Figure 1. Cell density map.
Scale: 6 px per µm. The die is cut into 7 by 7 equal tiles; white is low, dark blue is high, 0 to 100% covered.
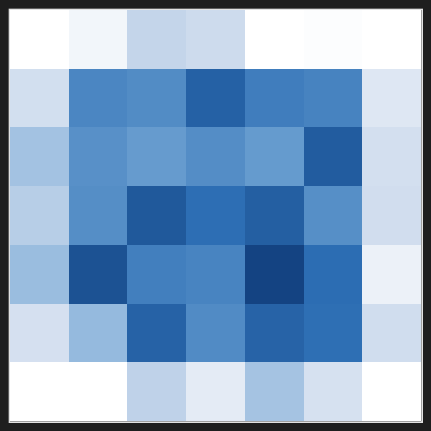
Figure 2. PDN straps and rails.
Scale: 6 px per µm. Pins as bars on the die edge. Tap cells in gray.
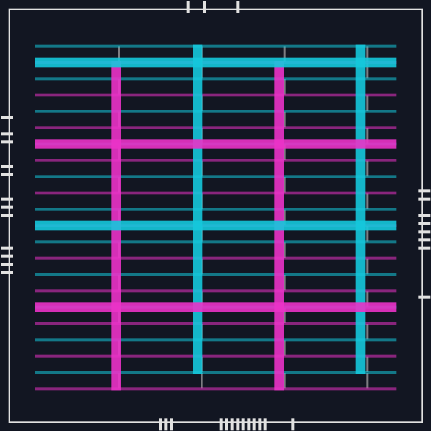
Figure 3. Clock wiring as the flow saved it.
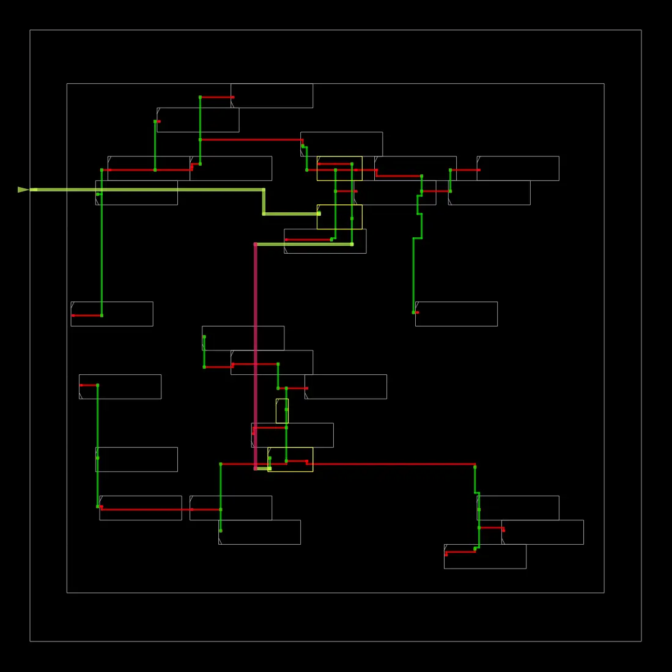
[config.mk]
export PLATFORM = sky130hd
export DESIGN_NAME = hazard_ctrl
export DESIGN_NICKNAME = d
export VERILOG_FILES = /design/src/rtl/hazard_ctrl.sv
export SDC_FILE = /design/constraint.sdc
export NUM_CORES = 1
export LEC_CHECK = 0
export CAP_MARGIN = 20
export CORE_MARGIN = 4
export CORE_UTILIZATION = 40
export CTS_CLUSTER_SIZE = 20
export DETAILED_ROUTE_END_ITERATION = 7
export PLACE_DENSITY = 0.71
export SYNTH_ARGS = -nofsm -noshare
export SYNTH_HDL_FRONTEND = slang
export SYNTH_SLANG_ARGS = --single-unit
[constraint.sdc]
create_clock -name clk -period 2.6 [get_ports clk]
set_input_delay 0.65 -clock clk [delete_from_list [all_inputs] [get_ports clk]]
set_output_delay 0.65 -clock clk [all_outputs]
set_load 0.05 [all_outputs]
[src/rtl/hazard_ctrl.sv]
// hazard_ctrl: pipeline sequencer for the 8-bit, 4-register pipelined core.
// Produces stall/flush/bubble controls for the IF/PC, IF/ID and ID/EX stages,
// handles load-use hazards and taken branches resolved in EX, and runs the
// interrupt-entry sequence (drain the pipe, then inject a vector CALL into ID).
module hazard_ctrl #(
    parameter int DRAIN_CYCLES = 3,   // 1..15 cycles of IF freeze before injection
    parameter int CNT_W        = 16   // width of the saturating stall counter
) (
    input  logic             clk,
    input  logic             rst,
    input  logic [1:0]       id_ra,
    input  logic [1:0]       id_rb,
    input  logic             id_uses_ra,
    input  logic             id_uses_rb,
    input  logic             ex_mem_read,
    input  logic [1:0]       ex_rd,
    input  logic             ex_branch_taken,
    input  logic             irq,
    output logic             pc_write,
    output logic             if_id_write,
    output logic             if_id_flush,
    output logic             id_ex_flush,
    output logic             id_ex_bubble,
    output logic             int_inject,
    output logic             irq_ack,
    output logic [CNT_W-1:0] stall_count
);

    typedef enum logic [1:0] {
        IDLE  = 2'd0,
        DRAIN = 2'd1,
        ENTER = 2'd2
    } state_t;

    localparam logic [3:0] DRAIN_LOAD = 4'(DRAIN_CYCLES - 1);

    state_t           state_reg, state_next;
    logic             irq_pend_reg, irq_pend_next;
    logic             irq_q_reg;
    logic [3:0]       drain_cnt_reg, drain_cnt_next;
    logic             irq_ack_reg, irq_ack_next;
    logic [CNT_W-1:0] stall_count_reg;

    logic luh;
    logic irq_rise;

    // Load-use hazard: the load in EX writes a register the ID instruction reads.
    assign luh = ex_mem_read &
                 ((id_uses_ra & (id_ra == ex_rd)) | (id_uses_rb & (id_rb == ex_rd)));

    assign irq_rise = irq & ~irq_q_reg;

    // Control outputs: FSM baseline, overridden by load-use, overridden by branch.
    always_comb begin
        pc_write     = 1'b1;
        if_id_write  = 1'b1;
        if_id_flush  = 1'b0;
        id_ex_flush  = 1'b0;
        id_ex_bubble = 1'b0;
        int_inject   = 1'b0;

        case (state_reg)
            DRAIN: begin
                pc_write    = 1'b0;
                if_id_write = 1'b0;
                if_id_flush = 1'b1;
            end
            ENTER: begin
                pc_write    = 1'b0;
                if_id_write = 1'b0;
                int_inject  = 1'b1;
            end
            default: ;
        endcase

        if (luh) begin
            pc_write     = 1'b0;
            if_id_write  = 1'b0;
            if_id_flush  = 1'b0;
            id_ex_bubble = 1'b1;
            int_inject   = 1'b0;
        end

        if (ex_branch_taken) begin
            pc_write     = 1'b1;
            if_id_write  = 1'b1;
            if_id_flush  = 1'b1;
            id_ex_flush  = 1'b1;
            id_ex_bubble = 1'b0;
            int_inject   = 1'b0;
        end

        // Everything is held quiet while reset is asserted.
        if (rst) begin
            pc_write     = 1'b0;
            if_id_write  = 1'b0;
            if_id_flush  = 1'b0;
            id_ex_flush  = 1'b0;
            id_ex_bubble = 1'b0;
            int_inject   = 1'b0;
        end
    end

    // Interrupt-entry next-state logic and pending/ack bookkeeping.
    always_comb begin
        state_next     = state_reg;
        irq_pend_next  = irq_pend_reg;
        drain_cnt_next = drain_cnt_reg;
        irq_ack_next   = 1'b0;

        case (state_reg)
            IDLE: begin
                // Edges arriving during DRAIN/ENTER are dropped, not queued.
                if (irq_rise)
                    irq_pend_next = 1'b1;
                // A hazarded instruction finishes its stall before draining starts.
                if (irq_pend_reg && !luh) begin
                    state_next     = DRAIN;
                    drain_cnt_next = DRAIN_LOAD;
                end
            end
            DRAIN: begin
                // Counter keeps running even across a taken branch.
                if (drain_cnt_reg == 4'd0)
                    state_next = ENTER;
                else
                    drain_cnt_next = drain_cnt_reg - 4'd1;
            end
            ENTER: begin
                // Injection only counts when it actually reached ID/EX; a branch
                // or bubble suppresses it, so ENTER is repeated.
                if (!ex_branch_taken && !luh) begin
                    state_next    = IDLE;
                    irq_pend_next = 1'b0;
                    irq_ack_next  = 1'b1;
                end
            end
            default: state_next = IDLE;
        endcase
    end

    // FSM and interrupt bookkeeping registers.
    always_ff @(posedge clk or posedge rst) begin
        if (rst) begin
            state_reg     <= IDLE;
            irq_pend_reg  <= 1'b0;
            irq_q_reg     <= 1'b0;
            drain_cnt_reg <= 4'd0;
            irq_ack_reg   <= 1'b0;
        end else begin
            state_reg     <= state_next;
            irq_pend_reg  <= irq_pend_next;
            irq_q_reg     <= irq;
            drain_cnt_reg <= drain_cnt_next;
            irq_ack_reg   <= irq_ack_next;
        end
    end

    // Saturating count of cycles in which the PC was frozen.
    always_ff @(posedge clk or posedge rst) begin
        if (rst)
            stall_count_reg <= '0;
        else if (!pc_write && (stall_count_reg != {CNT_W{1'b1}}))
            stall_count_reg <= stall_count_reg + 1'b1;
    end

    assign irq_ack     = irq_ack_reg;
    assign stall_count = stall_count_reg;

endmodule
==> CHANGELOG.md <==
### Changed

- Sequential fraction of the synthesis area: 0.426
- Post-synthesis sequential element count: 25
- Wire per inst: ~15 µm
- CP max stage cell: clkdlybuf4s50_1
- Drt first-iter violations: approximately 56
- OpenROAD warning count: 30
- Root buffer cell: clkbuf_8
- Asr flop ratio synth: 1.00
- Flip-flop count of the largest register after layout: 16
- CP Depth: 4
- Worst setup slack after placement: -195 ps
- Avg Inst Size Synth: around 10 µm²
- DRC errors left: 0
- TritonCTS clock tree: yes
- Largest net degree at the start of global routing: 19
- Crit path capture type: output pin
- Layout cells sized above 1: 0.199
- I/O Buffers: 35
- FP Util: 0.426
- Hold crit path type: flip-flop to flip-flop
- Register-to-register path setup slack: 430 ps
- Router iterations before antenna repair: 4
- N_diodes: 0
- Min Hold Slack: 500 ps
- Crit share post-route: 0.984
- Cell Count, Final, Fillers Out: around 240
- Remaining global-route overflow: 0
- Worst reg2reg path endpoint: state_reg[0]$_DFFE_PP0P_
- Die H: just under 70 µm
- TNS Setup: 0 ps
- CP top delay family: buffers and inverters
- Yosys top cell by area: dfrtp_1
- Status: finished clean
- Worst setup SP type: input port
- Vias: 1,284
- Most frequent cells after synthesis: dfrtp_1 (25), xnor2_1 (14), inv_1 (10), nor2_1 (10)
- Top cells by area: dfrtp_1 (43%), xnor2_1 (8.4%), ha_1 (6.0%), nand4_1 (3.8%), nand3_1 (3.1%)
- VDD IR max: approximately 0.70 mV
- # Cells Yosys: about 150
- Max clock buf depth: 2
- Core area: between 0.003 and 0.004 mm²
- Layout area overhead: 43.3%
- Vias in the first global route: around 1,400
- Critical path arrival: around 1900 ps
- Nets: approximately 220
- Cell total after placement: ~240
- Cells after Synth: ~150
- Final-report setup violation count: 0
- CP Capture Point: id_ex_flush
- GR Util All Layers: 0.171
- Post-route minimum period: ~2600 ps
- Post-synth EDFFs: 0
- Final Core Density: 0.611
- Slew headroom: 0.662
- RSZ-0062 raised after global routing: no
- Max cap viols: 0
- Area leader share: 0.426
- Synth warnings: 0
- Drt via density: 5.31
- R2R Path Start: state_reg[1]$_DFFE_PP0P_
- Clock slew at reported path FFs: 80 ps
- Yosys stat chip area: 0.00147 mm²
- Die area: roughly 0.0047 mm²
- PwrDens: approximately 900 mW/mm²
- Floorplan Nets: 166
- Crit path kind: input port to output pin
- Synth top cell by count: dfrtp_1
- Site Rows: 21
- Critical path origin: ex_branch_taken
- Layout filler cell count: approximately 300
- Initial antenna violation count: 0
- Synth cell types: 37
- Setup Skew: ~1.6 ps
- I/O pin cnt: 36
- Worst R2R Path Depth: 6
- Final Wtd Congestion: 0.889
- H-Tree Level Count: 1
- Pins Over Slew Limit: 0
- Routed WL: around 3.5 mm
- Seq. cell area: 626 µm²
- DP HPWL: about 2.7 mm
- Req. time, crit path: 1950 ps
- Setup Buffers After CTS: 0
- Fmax: 0.391 GHz
- Pleak: around 0.97 nW
- Critical path peak fanout: 3
- Die Width: 68.6 µm
- Post-route antenna net violation count: 0
- Clk sink count: 25
- Final hold vios: 0
- Worst Slack Setup Final: 42.2 ps
- Crit path buffers/inverters: 3
- Least-Margin Pin Slew: approximately 510 ps
- Multi-input logic area: ~850 µm²
- CP Cell Sequence: clkdlybuf4s50_1 > inv_1 > nor2_1 > buf_12
- Dominant Register Cell: dfrtp_1
- Synthesized area: 0.00147 mm²
- Maximum single-stage delay on the critical path: around 560 ps
- First-pass GRT wire length: slightly above 6 mm
Back to the opening pictures, Figure 1:
- densest ninth of the die: center
- tiles over 75% full: 20%
- nearly empty tiles: 14%
- fullest tile: 92%

Back to the opening pictures, Figure 2:
- VSS: magenta
- VDD: cyan
- met5 straps: 4
- met4 straps: 4
- signal pins: 36
- met1 rails: 22

Back to the opening pictures, Figure 3:
Clock Power: 0.229 mW
Skew-Pair Late Insertion Delay: 270 ps
clock buffer count from CTS: 3

-- cell usage in the layout (no fill, tap or decap), drive strengths merged, types with 2 or more instances in the layout --
| cell type | count |
|---|---|
| xor2 | 4 |
| a21oi | 5 |
| and4 | 2 |
| inv | 10 |
| nand2 | 9 |
| o21ai | 6 |
| nor3 | 4 |
| and3 | 8 |
| nor4 | 2 |
| xnor2 | 14 |
| nor2 | 10 |
| buf | 18 |
| dfrtp | 25 |
| clkbuf | 4 |
| a211o | 2 |
| and2 | 2 |
| o21a | 2 |
| nand4 | 9 |
| ha | 7 |
| nand3 | 9 |
| dlygate4sd2 | 5 |
| clkdlybuf4s50 | 23 |
| mux2 | 3 |
-- cells by family (layout without fill, tap and decap cells) --
logic type,Yosys count,count (layout),synth area share
multiplexers,3,3,0.0230
adder cells (fa/ha/maj),7,7,0.0597
buffers and inverters,11,61,0.0307
XOR/XNOR,18,18,0.107
flip-flops,25,25,0.426
AND-OR/OR-AND,23,23,0.115
AND/OR/NAND/NOR,59,59,0.238
-- report_power, final --
part           internal, mW  switching, mW  leakage [nW]
clock network         0.110          0.119        0.0228
logic                 0.439          0.642         0.624
registers             0.494          0.105         0.319
total                  1.04          0.866         0.965
-- per-stage QoR --
stage	cell area (µm²)	total power, mW
floorplan	1470	1.31
global placement	2010	1.63
detailed placement	2010	1.67
CTS	2080	1.91
global route	2100	2.04
finish	2100	1.91
-- routing by layer --
metal,share of wire,track usage,vias to the layer above
met5,0,0,-
met4,0.012,0.0546,0
met3,0.054,0.0389,6
met2,0.52,0.306,35
met1,0.41,0.201,626
li1,-,-,617
-- worst min-delay path by stage --
stage | startpoint | to | slack (ps) | cells after the start
floorplan | state_reg[0]$_DFFE_PP0P_ | state_reg[0]$_DFFE_PP0P_ | 490 | 1
global placement | stall_count[15]$_DFFE_PP0P_ | stall_count[15]$_DFFE_PP0P_ | 480 | 1
detailed placement | stall_count[15]$_DFFE_PP0P_ | stall_count[15]$_DFFE_PP0P_ | 490 | 1
CTS | stall_count[15]$_DFFE_PP0P_ | stall_count[15]$_DFFE_PP0P_ | 500 | 1
global route | stall_count[15]$_DFFE_PP0P_ | stall_count[15]$_DFFE_PP0P_ | 550 | 1
finish | stall_count[15]$_DFFE_PP0P_ | stall_count[15]$_DFFE_PP0P_ | 500 | 1
-- what timing repair did --
action,in CTS,in global routing
hold buffers,0,0
pin swaps,8,3
cloned,0,0
endpoints found under the setup margin,5,5
gates resized,15,5
-- cell type report --
cell class / instances / area share
well taps: 46 / 0.0274
clock buffers: 4 / 0.0214
inverters: 10 / 0.0178
repair buffers: 47 / 0.230
flip-flops and latches: 25 / 0.297
multi-input cells: 110 / 0.406
Power figures rest on the tool's default switching activity, not on a simulated workload.
